==> src/rtl/of_pkg.sv <==
// Shared constants, tuple layout and FSM state type for the OpenFlow header parser.
package of_pkg;

    localparam int OF_TUPLE_W = 243;

    localparam int W_IN_PORT  = 4;
    localparam int W_DL_SRC   = 48;
    localparam int W_DL_DST   = 48;
    localparam int W_DL_TYPE  = 16;
    localparam int W_VLAN_ID  = 12;
    localparam int W_VLAN_PCP = 3;
    localparam int W_NW_SRC   = 32;
    localparam int W_NW_DST   = 32;
    localparam int W_NW_PROTO = 8;
    localparam int W_NW_TOS   = 8;
    localparam int W_TP_SRC   = 16;
    localparam int W_TP_DST   = 16;

    localparam int POS_TP_DST   = 0;
    localparam int POS_TP_SRC   = 16;
    localparam int POS_NW_TOS   = 32;
    localparam int POS_NW_PROTO = 40;
    localparam int POS_NW_DST   = 48;
    localparam int POS_NW_SRC   = 80;
    localparam int POS_VLAN_PCP = 112;
    localparam int POS_VLAN_ID  = 115;
    localparam int POS_DL_TYPE  = 127;
    localparam int POS_DL_DST   = 143;
    localparam int POS_DL_SRC   = 191;
    localparam int POS_IN_PORT  = 239;

    localparam logic [15:0] ETH_TYPE_IPV4 = 16'h0800;
    localparam logic [15:0] ETH_TYPE_VLAN = 16'h8100;
    localparam logic [7:0]  IP_PROTO_TCP  = 8'd6;
    localparam logic [7:0]  IP_PROTO_UDP  = 8'd17;

    typedef enum logic [1:0] {
        ST_IDLE,
        ST_HDR,
        ST_REQ,
        ST_WAIT_ACK
    } of_state_e;

    function automatic logic is_l4_proto(input logic [7:0] proto);
        return (proto == IP_PROTO_TCP) || (proto == IP_PROTO_UDP);
    endfunction

endpackage

==> src/rtl/of_tuple_capture.sv <==
// Byte-offset to match-field capture; fields are committed only when their last byte arrives.
// 802.1Q tag parsing is present only when OF_PARSE_VLAN_EN is defined.
module of_tuple_capture
    import of_pkg::*;
#(
    parameter logic [3:0] PORT_ID = 4'h0
) (
    input  logic                  i_clk,
    input  logic                  i_rst_n,
    input  logic                  i_start,
    input  logic                  i_byte_en,
    input  logic [7:0]            i_byte,
    output logic [10:0]           o_cnt,
    output logic [OF_TUPLE_W-1:0] o_tuple
);

    logic [10:0]           r_cnt;
    logic [39:0]           r_sh;
    logic                  r_vlan, r_ip;
    logic [3:0]            r_ihl;
    logic [W_IN_PORT-1:0]  r_in_port;
    logic [W_DL_SRC-1:0]   r_dl_src;
    logic [W_DL_DST-1:0]   r_dl_dst;
    logic [W_DL_TYPE-1:0]  r_dl_type;
    logic [W_VLAN_ID-1:0]  r_vlan_id;
    logic [W_VLAN_PCP-1:0] r_vlan_pcp;
    logic [W_NW_SRC-1:0]   r_nw_src;
    logic [W_NW_DST-1:0]   r_nw_dst;
    logic [W_NW_PROTO-1:0] r_nw_proto;
    logic [W_NW_TOS-1:0]   r_nw_tos;
    logic [W_TP_SRC-1:0]   r_tp_src;
    logic [W_TP_DST-1:0]   r_tp_dst;

    logic [10:0] w_idx, w_l3_off, w_rel, w_l4_off;
    logic [15:0] w_w16;
    logic [31:0] w_w32;
    logic [47:0] w_w48;
    logic        w_l3, w_l4;

    assign w_idx    = i_start ? 11'd0 : r_cnt;
    assign w_w16    = {r_sh[7:0], i_byte};
    assign w_w32    = {r_sh[23:0], i_byte};
    assign w_w48    = {r_sh[39:0], i_byte};
    assign w_l3_off = r_vlan ? 11'd18 : 11'd14;
    assign w_rel    = w_idx - w_l3_off;
    assign w_l3     = r_ip && (w_idx >= w_l3_off);
    assign w_l4_off = {5'd0, r_ihl, 2'b00};
    assign w_l4     = w_l3 && is_l4_proto(r_nw_proto) && (r_ihl >= 4'd5);

    always_ff @(posedge i_clk or negedge i_rst_n) begin
        if (!i_rst_n) begin
            r_cnt      <= '0;
            r_sh       <= '0;
            r_vlan     <= 1'b0;
            r_ip       <= 1'b0;
            r_ihl      <= '0;
            r_in_port  <= '0;
            r_dl_src   <= '0;
            r_dl_dst   <= '0;
            r_dl_type  <= '0;
            r_vlan_id  <= '0;
            r_vlan_pcp <= '0;
            r_nw_src   <= '0;
            r_nw_dst   <= '0;
            r_nw_proto <= '0;
            r_nw_tos   <= '0;
            r_tp_src   <= '0;
            r_tp_dst   <= '0;
        end else if (i_byte_en) begin
            r_sh  <= {r_sh[31:0], i_byte};
            r_cnt <= (w_idx == 11'h7FF) ? 11'h7FF : w_idx + 11'd1;
            if (i_start) begin
                r_vlan     <= 1'b0;
                r_ip       <= 1'b0;
                r_ihl      <= '0;
                r_in_port  <= PORT_ID;
                r_dl_src   <= '0;
                r_dl_dst   <= '0;
                r_dl_type  <= '0;
                r_vlan_id  <= '0;
                r_vlan_pcp <= '0;
                r_nw_src   <= '0;
                r_nw_dst   <= '0;
                r_nw_proto <= '0;
                r_nw_tos   <= '0;
                r_tp_src   <= '0;
                r_tp_dst   <= '0;
            end else begin
                case (w_idx)
                    11'd5:  r_dl_dst <= w_w48;
                    11'd11: r_dl_src <= w_w48;
                    11'd13: begin
                        r_dl_type <= w_w16;
                        r_ip      <= (w_w16 == ETH_TYPE_IPV4);
`ifdef OF_PARSE_VLAN_EN
                        r_vlan    <= (w_w16 == ETH_TYPE_VLAN);
`endif
                    end
`ifdef OF_PARSE_VLAN_EN
                    11'd15: if (r_vlan) begin
                        r_vlan_pcp <= w_w16[15:13];
                        r_vlan_id  <= w_w16[11:0];
                    end
                    11'd17: if (r_vlan) begin
                        r_dl_type <= w_w16;
                        r_ip      <= (w_w16 == ETH_TYPE_IPV4);
                    end
`endif
                    default: ;
                endcase
                if (w_l3) begin
                    case (w_rel)
                        11'd0:   r_ihl      <= i_byte[3:0];
                        11'd1:   r_nw_tos   <= i_byte;
                        11'd9:   r_nw_proto <= i_byte;
                        11'd15:  r_nw_src   <= w_w32;
                        11'd19:  r_nw_dst   <= w_w32;
                        default: ;
                    endcase
                end
                // L4 ports sit right after the IP options, at 4*IHL from the L3 start
                if (w_l4 && (w_rel == w_l4_off + 11'd1)) r_tp_src <= w_w16;
                if (w_l4 && (w_rel == w_l4_off + 11'd3)) r_tp_dst <= w_w16;
            end
        end
    end

    assign o_cnt = r_cnt;

    assign o_tuple[POS_IN_PORT  +: W_IN_PORT]  = r_in_port;
    assign o_tuple[POS_DL_SRC   +: W_DL_SRC]   = r_dl_src;
    assign o_tuple[POS_DL_DST   +: W_DL_DST]   = r_dl_dst;
    assign o_tuple[POS_DL_TYPE  +: W_DL_TYPE]  = r_dl_type;
    assign o_tuple[POS_VLAN_ID  +: W_VLAN_ID]  = r_vlan_id;
    assign o_tuple[POS_VLAN_PCP +: W_VLAN_PCP] = r_vlan_pcp;
    assign o_tuple[POS_NW_SRC   +: W_NW_SRC]   = r_nw_src;
    assign o_tuple[POS_NW_DST   +: W_NW_DST]   = r_nw_dst;
    assign o_tuple[POS_NW_PROTO +: W_NW_PROTO] = r_nw_proto;
    assign o_tuple[POS_NW_TOS   +: W_NW_TOS]   = r_nw_tos;
    assign o_tuple[POS_TP_SRC   +: W_TP_SRC]   = r_tp_src;
    assign o_tuple[POS_TP_DST   +: W_TP_DST]   = r_tp_dst;

endmodule

==> src/rtl/of_header_parser.sv <==
// Frame FSM, lookup handshake, ack timeout and forwarding result for one receive port.
// Define OF_PARSE_VLAN_EN to enable 802.1Q parsing in the capture stage.
//   state       | meaning
//   ST_IDLE     | waiting for the start of a frame (rx_dv rising)
//   ST_HDR      | frame bytes being captured
//   ST_REQ      | one-cycle lookup request
//   ST_WAIT_ACK | waiting for ack/err or timeout
module of_header_parser
    import of_pkg::*;
#(
    parameter logic [3:0]  PORT_ID     = 4'h0,
    parameter logic [15:0] ACK_TIMEOUT = 16'd1024
) (
    input  logic                  sys_clk,
    input  logic                  sys_rst,
    input  logic                  rx_dv,
    input  logic [7:0]            rx_data,
    output logic                  of_lookup_req,
    output logic [OF_TUPLE_W-1:0] of_lookup_data,
    input  logic                  of_lookup_ack,
    input  logic                  of_lookup_err,
    input  logic [3:0]            of_lookup_fwd_port,
    output logic                  fwd_valid,
    output logic [3:0]            fwd_port,
    output logic                  fwd_err,
    output logic [15:0]           busy_drop_cnt
);

    of_state_e   r_state;
    logic        r_dv_q, r_req, r_fwd_valid, r_fwd_err;
    logic [3:0]  r_fwd_port;
    logic [15:0] r_tmo, r_busy_drop;

    logic [10:0] w_cnt;
    logic        w_rise, w_busy, w_start, w_byte_en;

    // r_dv_q resets high so a frame in flight across reset never looks like a new start
    assign w_rise    = rx_dv && !r_dv_q;
    assign w_busy    = (r_state == ST_REQ) || (r_state == ST_WAIT_ACK);
    assign w_start   = w_rise && (r_state == ST_IDLE);
    assign w_byte_en = w_start || ((r_state == ST_HDR) && rx_dv);

    of_tuple_capture #(
        .PORT_ID (PORT_ID)
    ) u_capture (
        .i_clk     (sys_clk),
        .i_rst_n   (sys_rst),
        .i_start   (w_start),
        .i_byte_en (w_byte_en),
        .i_byte    (rx_data),
        .o_cnt     (w_cnt),
        .o_tuple   (of_lookup_data)
    );

    always_ff @(posedge sys_clk or negedge sys_rst) begin
        if (!sys_rst) begin
            r_state     <= ST_IDLE;
            r_dv_q      <= 1'b1;
            r_req       <= 1'b0;
            r_fwd_valid <= 1'b0;
            r_fwd_port  <= '0;
            r_fwd_err   <= 1'b0;
            r_tmo       <= '0;
            r_busy_drop <= '0;
        end else begin
            r_dv_q      <= rx_dv;
            r_req       <= 1'b0;
            r_fwd_valid <= 1'b0;
            case (r_state)
                ST_IDLE: if (w_start) r_state <= ST_HDR;
                ST_HDR: begin
                    if (!rx_dv) begin
                        if (w_cnt >= 11'd14) begin
                            r_state <= ST_REQ;
                            r_req   <= 1'b1;
                        end else begin
                            r_state <= ST_IDLE;
                        end
                    end
                end
                ST_REQ, ST_WAIT_ACK: begin
                    if (of_lookup_ack || of_lookup_err ||
                        ((r_state == ST_WAIT_ACK) && (r_tmo == 16'd0))) begin
                        r_state     <= ST_IDLE;
                        r_fwd_valid <= 1'b1;
                        r_fwd_port  <= of_lookup_ack ? of_lookup_fwd_port : 4'd0;
                        r_fwd_err   <= !of_lookup_ack;
                    end else begin
                        r_state <= ST_WAIT_ACK;
                        r_tmo   <= (r_state == ST_REQ) ? ACK_TIMEOUT - 16'd1 : r_tmo - 16'd1;
                    end
                end
                default: r_state <= ST_IDLE;
            endcase
            if (w_rise && w_busy && (r_busy_drop != 16'hFFFF))
                r_busy_drop <= r_busy_drop + 16'd1;
        end
    end

    assign of_lookup_req = r_req;
    assign fwd_valid     = r_fwd_valid;
    assign fwd_port      = r_fwd_port;
    assign fwd_err       = r_fwd_err;
    assign busy_drop_cnt = r_busy_drop;

endmodule

==> config.mk <==
export PLATFORM = sky130hd
export DESIGN_NAME = of_header_parser
export DESIGN_NICKNAME = d
export VERILOG_FILES = /design/src/rtl/of_pkg.sv /design/src/rtl/of_tuple_capture.sv /design/src/rtl/of_header_parser.sv
export SDC_FILE = /design/constraint.sdc
export NUM_CORES = 1
export LEC_CHECK = 0
export CORE_AREA = 5 5 171 173
export DETAILED_ROUTE_END_ITERATION = 8
export DIE_AREA = 0 0 176 178
export PLACE_DENSITY = 0.86
export SETUP_SLACK_MARGIN = 0.05
export SYNTH_ARGS = -nofsm -noshare
export SYNTH_HDL_FRONTEND = slang
export SYNTH_SLANG_ARGS = --single-unit
==> constraint.sdc <==
create_clock -name sys_clk -period 5.8 [get_ports sys_clk]
set_clock_uncertainty 0.05 [all_clocks]
set_input_delay 0.87 -clock sys_clk [delete_from_list [all_inputs] [get_ports sys_clk]]
set_output_delay 0.87 -clock sys_clk [all_outputs]
set_load 0.005 [all_outputs]
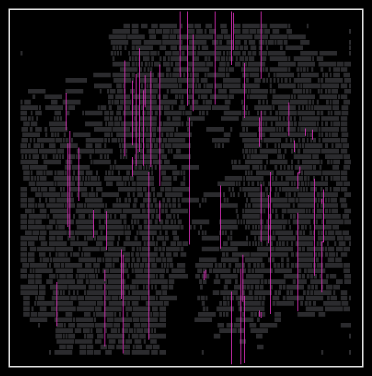
**Above:** run 1 (met4 routing).
(2 px per µm)
main direction: vertical
longest straight run: 83.6 µm
share of all routed wire: 3.8%
nets with wire on the layer: 45
wire length on this layer: 1610 µm
total vias in the final route: 12100
WL final: 41990 µm

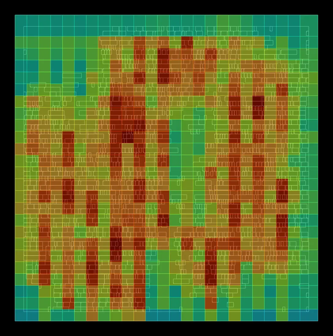
**Above:** run 1 (routing congestion).
met2 Usage GRT: 43.07%
GR peak layer: met2
M1 GR Usage: 35.29%

==> out/metrics.csv, run 1 <==
stage,metric,value,unit
place,place_inst,1989,
place,io_buffer_count,263,
pwr,ir_drop,0.2279,mV
timing,finalMaxSlewViolations,0,
floorplan,ios,283,
synthesis,common_cells,"473 x nand2_1, 321 x dfrtp_1, 165 x a21oi_1",
layout,mi_logic_area,5589,µm²
place,gp_congestion,0.8690,
layout,lay_top_cells,"473 x nand2_1, 321 x dfrtp_1, 262 x clkdlybuf4s50_1",
status,status,completed,
cts,insertion_delay,0.50,ns
pwr,p_clk,2.26,mW
floorplan,dieHeight,178,µm
synthesis,most_common_cell,nand2_1,
layout,drive_above_1_share,5.572,%
cts,postCtsSetupBuffers,0,
layout,lay_top_count,nand2_1,
layout,nonClockInverterCount,11,
setup_path,crit_chain,"clkdlybuf4s50_1, or4b_4, nand2_1, inv_1, ha_1, a2111oi_4, xor2_1, a211oi_4, nand3_2, mux2i_1",
place,placed_area,16870,µm²
job,warnings,34,
synthesis,synth-compound-area-share,10.77,%
synthesis,synth-adder-area-share,0.5306,%
drt,met3_length,3957,µm
layout,clkbuf_count,52,
drt,wl_met2,19840,µm
cts,clkSlewWorstSetupHoldPaths,0.06,ns
drt,drt_iter0_drc,1372,
setup_path,crit_buf_inv,2,
synthesis,yosys_area,14150,µm²
synthesis,synthDistinctLibCells,73,
pwr,p_per_area,331.1,nW/µm²
place,place_ws,0.8356,ns
min_path,hold_class,in -> async,
setup_path,crit_end,u_capture.r_nw_src[9],
cts,cts.sinks,322,
layout,seq_cells,322,
pwr,power-top-group,registers,
synthesis,edf_count,0,
synthesis,synth_area,14150,µm²
drt,top_layer,met4,
layout,stdcell_area,18050,µm²
floorplan,die-area,31330,µm²
setup_path,worstSetupStartpointType,primary input,
synthesis,yosys.area.top_type_share,56.77,%
drt,dr.pass1.iters,5,
layout,largestClassByArea,sequential cells,
synthesis,mux_area_share,6.022,%
cts,clockBufferDepth,3,
layout,largestRegisters,"u_capture.r_dl_dst: 48 flops, u_capture.r_dl_src: 48 flops, u_capture.r_sh: 40 flops",
cts,tritoncts,yes,
pwr,internal_power,4.187,mW
setup_path,slowest_stage,or4b_4,
synthesis,ys_sh_xor,1.795,%
layout,seq-cell-share,44.65,%
cts,root_buffer,clkbuf_16,
setup_path,cpLargestDelayFamily,simple AND/OR/NAND/NOR gates,
floorplan,num_rows,61,
setup_path,worstReg2RegEnd,u_capture.r_nw_src[9],
grt,grt_pass1_vias,12100,
layout,buffer_area_share,15.22,%
timing,worst_pin_slew,1.196,ns
setup_path,reg2reg_setup_slack,1.50,ns
pwr,p_seq_share,47.4,%
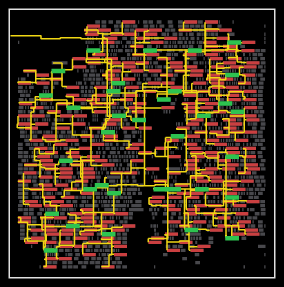
**Above:** run 1 (clock wires, drivers and flops).
(1.5 px per µm)
[yellow] clock wires | length: 3680 µm
[green] cells driving clock nets | count: 34
[red] flip-flops | count: 322
routed clock nets: 35

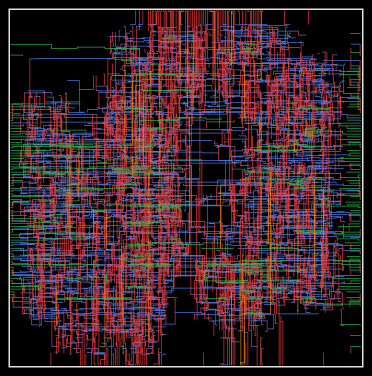
**Above:** run 1 (signal wires by layer).
(2 px per µm)
| color | layer | wire length |
|---|---|---|
| red | met2 | 19800 µm |
| orange | met4 | 1610 µm |
| green | met3 | 3960 µm |
| blue | met1 | 16600 µm |
post-DR wirelength/cell: 20.47 µm
GRT Util Overall: 26.47%

**Run 1: close-up of the layout**

Window x 122 to 142, y 34 to 54 µm. Cells in gray, sequential cells in the stronger gray; small squares are vias.
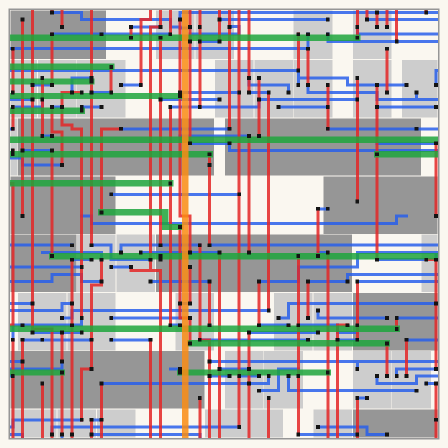

## Run 2: what changed since run 1
==> constraint.sdc (replaced) <==
create_clock -name sys_clk -period 4.7 [get_ports sys_clk]
set_clock_uncertainty 0.05 [all_clocks]
set_input_delay 0.705 -clock sys_clk [delete_from_list [all_inputs] [get_ports sys_clk]]
set_output_delay 0.705 -clock sys_clk [all_outputs]
set_load 0.005 [all_outputs]
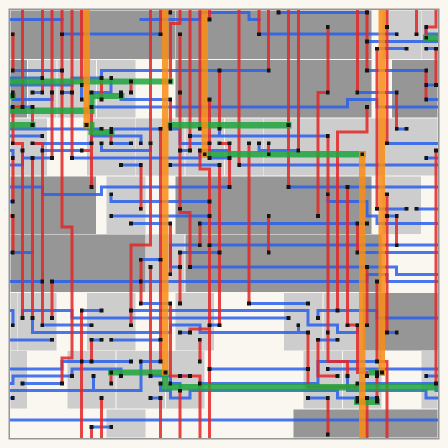
**Above:** run 2 (close-up of the layout).
Window x 122 to 142, y 34 to 54 µm. Cells in gray, sequential cells in the stronger gray; small squares are vias.
| color | layer |
|---|---|
| green | met3 |
| red | met2 |
| blue | met1 |
| orange | met4 |
sequential cells in the window: 7
netlist names of flops here include: u_capture.r_nw_dst (5), u_capture.r_nw_src (2)
most frequent: a21oi_1 (7), dfrtp_1 (7), o21ai_0 (6)
cells with their middle in the window: 31

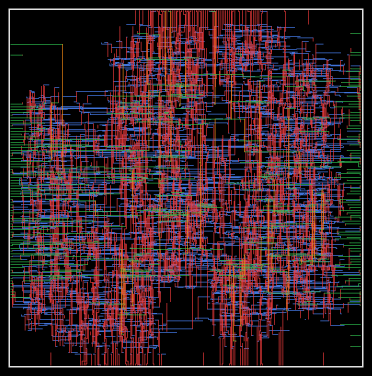
**Above:** run 2 (signal wires by layer).
(2 px per µm)
| color | layer | wire length |
|---|---|---|
| orange | met4 | 1220 µm |
| blue | met1 | 16500 µm |
| green | met3 | 3670 µm |
| red | met2 | 20.0 mm |
total vias in the final route: 11920
post-DR wirelength/cell: 20.16 µm
GRT Util Overall: 26.09%

==> run 2 against run 1 <==
Cell count up 0.24%. Final area up 0.35%. Power up 23%. Via count down 1.5%. Synthesized cell count unchanged. Sequential share of layout area down 0.16 points. Sequential power up 23%. Highest routed layer unchanged.
==> out/metrics.csv, run 2 <==
stage,metric,value,unit,change
grt,use_met1,34.99,%,-0.30 points
timing,fmax,241.2,MHz,
synthesis,mux_area_share,6.022,%,unchanged
synthesis,yosys.area.top_type_share,56.77,%,unchanged
setup_path,cp-end-kind,flop,,
synthesis,postSynthSeqShare,56.95,%,
synthesis,synthArstFlopShare,100.0,%,
synthesis,edf_count,0,,unchanged
layout,lay_top_count,nand2_1,,
place,place_inst,1996,,+0.35%
cts,postCtsSetupBuffers,0,,unchanged
drt,met3_length,3673,µm,-7.2%
layout,mi_logic_area,5589,µm²,unchanged
pwr,p_sw_share,30.15,%,
pwr,p_clk_share,37.9,%,
timing,finalMaxSlewViolations,0,,unchanged
layout,stdcell_area,18110,µm²,+0.35%
cts,cts.sinks,322,,unchanged
setup_path,worst-path-stages,10,,
pwr,p_seq_share,47.4,%,about the same
drt,drt_iter0_drc,1273,,-7.2%
pwr,p_clk,2.78,mW,+23%
setup_path,worstPathArrival,4.51,ns,
synthesis,netlist.top_cell.by_area,dfrtp_1,,
min_path,hold_class,in -> async,,
synthesis,most_common_cell,nand2_1,,
layout,clk_share,6.480,%,
layout,nFillCells,2053,,
synthesis,yosysCellCount,1463,,
pwr,seq_cell_power,3.48,mW,
drt,antenna_violating_nets_post_route,0,,
pwr,internal_power,5.133,mW,+23%
drt,vias_per_cell,5.798,,
layout,largestClassByArea,sequential cells,,
cts,insertion_delay,0.52,ns,+0.02 ns
job,max_cap_viol_count,0,,
timing,setup_viol,0,,
pwr,netSwitchingPower,2.216,mW,
setup_path,r2r_start,r_state[1],,
drt,wl_met2,20050,µm,+1.1%
layout,regArea,8059,µm²,
synthesis,yosys.area_share.simple,19.67,%,
place,place_hpwl,27240,µm,
synthesis,synth-adder-area-share,0.5306,%,unchanged
layout,drive_above_1_share,6.144,%,+0.57 points
layout,buffer_area_share,15.53,%,+0.31 points
floorplan,ios,283,,unchanged
pwr,ir_drop,0.2476,mV,+8.7%
floorplan,dieHeight,178,µm,unchanged
setup_path,crit_chain,"clkdlybuf4s50_1, or4b_4, nand2_1, inv_1, ha_1, a2111oi_4, xor2_1, a211oi_4, nand3_2, mux2i_1",,
floorplan,num_rows,61,,unchanged
cts,clkSlewWorstSetupHoldPaths,0.06,ns,about the same
place,place_ws,0.07163,ns,-0.7639 ns
synthesis,ys_sh_xor,1.795,%,unchanged
grt,antenna_found_initial,1,,
layout,seq-cell-share,44.50,%,-0.16 points
synthesis,synth-compound-area-share,10.77,%,unchanged
place,gp_congestion,0.8556,,-1.5%
timing,worst_pin_slew,1.168,ns,-0.02750 ns
cts,clockBufferDepth,3,,unchanged
grt,grt_pass1_vias,11980,,-1.1%
timing,hold_slack,0.2040,ns,
drt,wl_met1,16510,µm,
setup_path,crit_end,u_capture.r_nw_src[8],,
drt,drc_errors,0,,
layout,antenna_cells,1,,
setup_path,startpoint,rx_dv,,
synthesis,yosys_area,14150,µm²,unchanged
synthesis,synthDistinctLibCells,73,,unchanged
place,io_buffer_count,263,,unchanged
cts,htree_levels,2,,
synthesis,ys_top_logic_family,simple AND/OR/NAND/NOR gates,,
layout,utilization,65.92,%,
setup_path,worstReg2RegEnd,u_capture.r_nw_src[8],,
cts,hold_buffers,0,,
synthesis,synth_area,14150,µm²,unchanged
setup_path,worst_ep_required_time,5.07,ns,
timing,rsz0062_at_grt,false,,
setup_path,worstRegToRegCells,9,,
layout,fin_nets,1709,,
pwr,power-top-group,registers,,
grt,grt.met2_usage,42.74,%,-0.34 points
layout,signal_buffers,283,,
timing,finalCriticalPeriod,4.146,ns,
timing,hold_violations,0,,
layout,syn2layout_area_growth,28.00,%,
timing,setup_slack,0.5535,ns,
timing,slew_headroom,22.04,%,
pwr,p_per_area,405.8,nW/µm²,+23%
grt,use_met3,6.295,%,
cts,tritoncts,yes,,
floorplan,taps,346,,
layout,lay_top_cells,"473 x nand2_1, 321 x dfrtp_1, 262 x clkdlybuf4s50_1",,
layout,seq_cells,322,,unchanged
job,warnings,36,,+5.9%
pwr,p_leak,8.353,nW,
synthesis,ys.flops,322,,
drt,top_layer,met4,,
grt,grt_pass1_wl,65780,µm,
synthesis,synthCells,1463,,
layout,clkbuf_count,47,,-9.6%
cts,ctsResizeCount,0,,
drt,dr.pass1.iters,5,,unchanged
grt,grt_busiest_layer,met2,,
floorplan,fp_util,51.50,%,
synthesis,common_cells,"473 x nand2_1, 321 x dfrtp_1, 165 x a21oi_1",,
setup_path,slowest_stage,nand3_2,,
synthesis,synth.avg_cell_area,9.672,µm²,
layout,comb_share,30.86,%,
timing,period_used_share,88.22,%,
setup_path,cpLargestDelayFamily,simple AND/OR/NAND/NOR gates,,
floorplan,core,27480,µm²,
floorplan,die-area,31330,µm²,unchanged
status,status,completed,,
timing,finalSetupTns,0,ns,
setup_path,crit_type,in -> reg,,
setup_path,worstSetupStartpointType,primary input,,
layout,nonClockInverterCount,11,,unchanged
setup_path,reg2reg_setup_slack,0.60,ns,-0.90 ns
grt,grt-ovfl-total,0,,
floorplan,die_w,176,µm,
grt,grt_start_max_net_pins,115,,
setup_path,crit_buf_inv,2,,unchanged
setup_path,crit_fanout,16,,
drt,drt_wl_total,41440,µm,-1.3%
pwr,power_combinational,1.08,mW,
layout,num-multi-input-gates,1034,,
synthesis,area_leaders,"dfrtp_1 57%, nand2_1 13%, mux2i_1 5.9%",,
cts,cts_buffers,34,,
pwr,combPwrFrac,14.7,%,
cts,root_buffer,clkbuf_16,,
layout,largestRegisters,"u_capture.r_dl_dst: 48 flops, u_capture.r_dl_src: 48 flops, u_capture.r_sh: 40 flops",,
place,placed_area,16940,µm²,+0.39%
pwr,power.total,7.349,mW,
**Run 2: routing congestion**

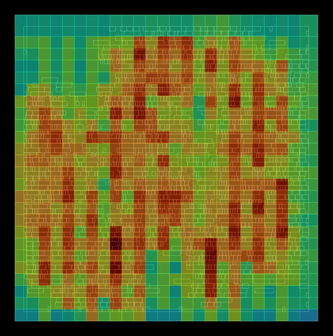

## Run 3: what changed since run 2
--- a/config.mk
+++ b/config.mk
@@ -8,7 +8,7 @@
 export CORE_AREA = 5 5 171 173
 export DETAILED_ROUTE_END_ITERATION = 8
 export DIE_AREA = 0 0 176 178
-export PLACE_DENSITY = 0.86
+export PLACE_DENSITY = 0.8
 export SETUP_SLACK_MARGIN = 0.05
 export SYNTH_ARGS = -nofsm -noshare
 export SYNTH_HDL_FRONTEND = slang
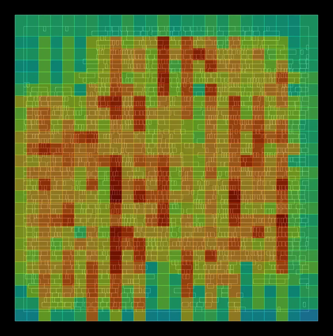
**Above:** run 3 (routing congestion).
post-DR wirelength/cell: 19.91 µm
final design utilization: 66.11%
met2 Usage GRT: 41.14%
met3 Track Usage GR: 6.677%
GRT Util Overall: 25.71%

==> run 3 against run 2 <==
Worst setup slack lost 0.0031 ns. Synthesized cell count unchanged. Sequential power about the same. Cell count rose by 0.19%. Via count is 1.0% lower. Hold slack better by 0.034 ns.
==> out/metrics.csv, run 3 <==
stage,metric,value,unit,change
grt,use_met1,35.37,%,+0.38 points
floorplan,die-area,31330,µm²,unchanged
cts,tritoncts,yes,,
layout,seq_cells,322,,unchanged
layout,fin_nets,1712,,+0.18%
synthesis,yosys_area,14150,µm²,unchanged
pwr,p_leak,8.382,nW,+0.34%
drt,drc_errors,0,,unchanged
layout,largestRegisters,"u_capture.r_dl_dst: 48 flops, u_capture.r_dl_src: 48 flops, u_capture.r_sh: 40 flops",,
layout,stdcell_count,2060,,
setup_path,reg2reg_setup_slack,0.68,ns,+0.08 ns
layout,lay_top_count,nand2_1,,
grt,grt_start_max_net_pins,134,,+17%
pwr,seq_cell_power,3.48,mW,about the same
drt,top_layer,met4,,
place,place_inst,1998,,+0.10%
cts,cts_buffers,35,,+2.9%
job,max_cap_viol_count,0,,unchanged
setup_path,worstSetupStartpointType,primary input,,
synthesis,ys_top_logic_family,simple AND/OR/NAND/NOR gates,,
cts,htree_levels,2,,unchanged
drt,vias,11800,,-1.0%
synthesis,yosysWarnings,0,,
drt,wl_met1,16920,µm,+2.5%
synthesis,most_common_cell,nand2_1,,
place,place_ws,0.1294,ns,+0.05780 ns
synthesis,mux_area_share,6.022,%,unchanged
grt,grt-ovfl-total,0,,unchanged
timing,slew_headroom,23.08,%,+1.0 points
setup_path,worst_ep_required_time,5.06,ns,about the same
timing,setup_viol,0,,unchanged
timing,rsz0062_at_grt,false,,
cts,clkSlewWorstSetupHoldPaths,0.06,ns,about the same
pwr,p_sw_share,29.48,%,-0.67 points
layout,drive_above_1_share,6.188,%,+0.044 points
synthesis,edf_count,0,,unchanged
floorplan,num_rows,61,,unchanged
layout,comb_share,30.77,%,-0.091 points
pwr,power-top-group,registers,,
floorplan,dieHeight,178,µm,unchanged
layout,mi_logic_area,5589,µm²,unchanged
cts,cts.sinks,322,,unchanged
synthesis,common_cells,"473 x nand2_1, 321 x dfrtp_1, 165 x a21oi_1",,
floorplan,fp_util,51.50,%,unchanged
cts,ctsResizeCount,0,,unchanged
setup_path,crit_fanout,16,,unchanged
place,io_buffer_count,263,,unchanged
layout,regArea,8059,µm²,unchanged
layout,syn2layout_area_growth,28.38,%,
setup_path,crit_type,in -> reg,,
setup_path,slowest_stage,nand3_2,,
timing,finalCriticalPeriod,4.150,ns,+0.003090 ns
setup_path,crit_end,u_capture.r_nw_dst[5],,
drt,vias_per_cell,5.726,,-1.2%
drt,antenna_violating_nets_post_route,0,,unchanged
floorplan,core,27480,µm²,unchanged
synthesis,yosysCellCount,1463,,unchanged
pwr,power.total,7.429,mW,+1.1%
synthesis,synth.avg_cell_area,9.672,µm²,unchanged
pwr,p_clk,2.87,mW,+3%
floorplan,taps,346,,unchanged
pwr,combPwrFrac,14.6,%,about the same
grt,grt_busiest_layer,met2,,
layout,lay_top_cells,"473 x nand2_1, 321 x dfrtp_1, 262 x clkdlybuf4s50_1",,
layout,nFillCells,2127,,+3.6%
setup_path,worstRegToRegCells,9,,unchanged
synthesis,synth_area,14150,µm²,unchanged
pwr,p_per_area,409.0,nW/µm²,+0.79%
min_path,hold_class,in -> async,,
timing,finalMaxSlewViolations,0,,unchanged
layout,clkbuf_count,50,,+6.4%
synthesis,synth-compound-area-share,10.77,%,unchanged
layout,num-multi-input-gates,1034,,unchanged
timing,fmax,241.0,MHz,about the same
setup_path,cp-end-kind,flop,,
synthesis,ys.flop_type,dfrtp_1,,
setup_path,r2r_start,r_state[1],,
layout,nonClockInverterCount,11,,unchanged
synthesis,area_leaders,"dfrtp_1 57%, nand2_1 13%, mux2i_1 5.9%",,
drt,dr.pass1.iters,7,,+2
layout,antenna_cells,1,,unchanged
floorplan,die_w,176,µm,unchanged
status,status,completed,,
grt,antenna_found_initial,1,,unchanged
place,gp_congestion,0.8493,,-0.74%
timing,setup_slack,0.5505,ns,-0.003090 ns
setup_path,startpoint,rx_dv,,
synthesis,yosys.area_share.simple,19.67,%,unchanged
pwr,netSwitchingPower,2.190,mW,-1.2%
timing,hold_violations,0,,unchanged
timing,worst_pin_slew,1.151,ns,-0.01715 ns
grt,grt_pass1_wl,64660,µm,-1.7%
grt,grt_pass1_vias,11720,,-2.1%
synthesis,ys.flops,322,,unchanged
synthesis,postSynthSeqShare,56.95,%,unchanged
setup_path,crit_buf_inv,2,,unchanged
layout,seq-cell-share,44.37,%,-0.13 points
timing,finalSetupTns,0,ns,unchanged
floorplan,ios,283,,unchanged
drt,wl_met2,19570,µm,-2.4%
layout,buffer_area_share,15.57,%,+0.037 points
layout,largestClassByArea,sequential cells,,
pwr,power_combinational,1.08,mW,about the same
place,place_hpwl,26910,µm,-1.2%
setup_path,max_stage_delay,0.60,ns,
pwr,p_seq_share,46.8,%,-0.6 points
layout,clk_share,6.674,%,+0.19 points
drt,met3_length,3569,µm,-2.8%
pwr,internal_power,5.239,mW,+2.1%
cts,clockBufferDepth,3,,unchanged
place,placed_area,16950,µm²,about the same
setup_path,cpLargestDelayFamily,simple AND/OR/NAND/NOR gates,,
job,warnings,32,,-11%
cts,root_buffer,clkbuf_16,,
synthesis,yosys.area.top_type_share,56.77,%,unchanged
setup_path,worstPathArrival,4.51,ns,about the same
layout,signal_buffers,285,,+0.71%
cts,postCtsSetupBuffers,0,,unchanged
timing,hold_slack,0.2383,ns,+0.03428 ns
cts,insertion_delay,0.50,ns,-0.02 ns
synthesis,synthCells,1463,,unchanged
synthesis,ys_sh_xor,1.795,%,unchanged
synthesis,netlist.top_cell.by_area,dfrtp_1,,
synthesis,synth-adder-area-share,0.5306,%,unchanged
drt,drt_wl_total,41020,µm,-1.0%
drt,drt_iter0_drc,1176,,-7.6%
cts,hold_buffers,0,,unchanged
synthesis,synthDistinctLibCells,73,,unchanged
setup_path,worst-path-stages,10,,unchanged
pwr,p_clk_share,38.6,%,+0.7 points
setup_path,crit_chain,"clkdlybuf4s50_1, or4b_4, nand2_1, inv_1, ha_1, a2111oi_4, xor2_1, a211oi_4, nand3_2, mux2i_1",,
timing,period_used_share,88.29,%,about the same
synthesis,synthArstFlopShare,100.0,%,unchanged
setup_path,worstReg2RegEnd,u_capture.r_nw_dst[5],,
layout,stdcell_area,18160,µm²,+0.30%
pwr,ir_drop,0.2453,mV,-0.93%
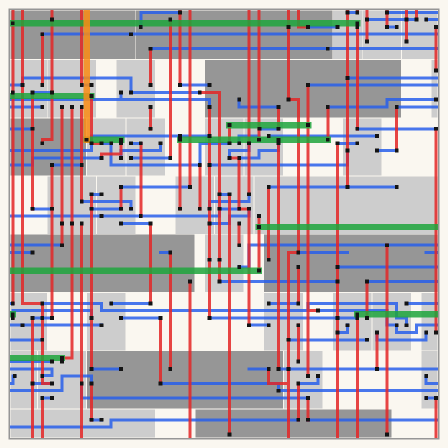
**Above:** run 3 (close-up of the layout).
Window x 122 to 142, y 34 to 54 µm. Cells in gray, sequential cells in the stronger gray; small squares are vias.
| color | layer |
|---|---|
| red | met2 |
| blue | met1 |
| green | met3 |
| orange | met4 |
most frequent: o21ai_0 (7), a21oi_1 (7), dfrtp_1 (7)
netlist names of flops here include: u_capture.r_nw_dst (5), u_capture.r_nw_src (2)
cells with their middle in the window: 33
sequential cells in the window: 7

Power and IR drop assume default switching activity.
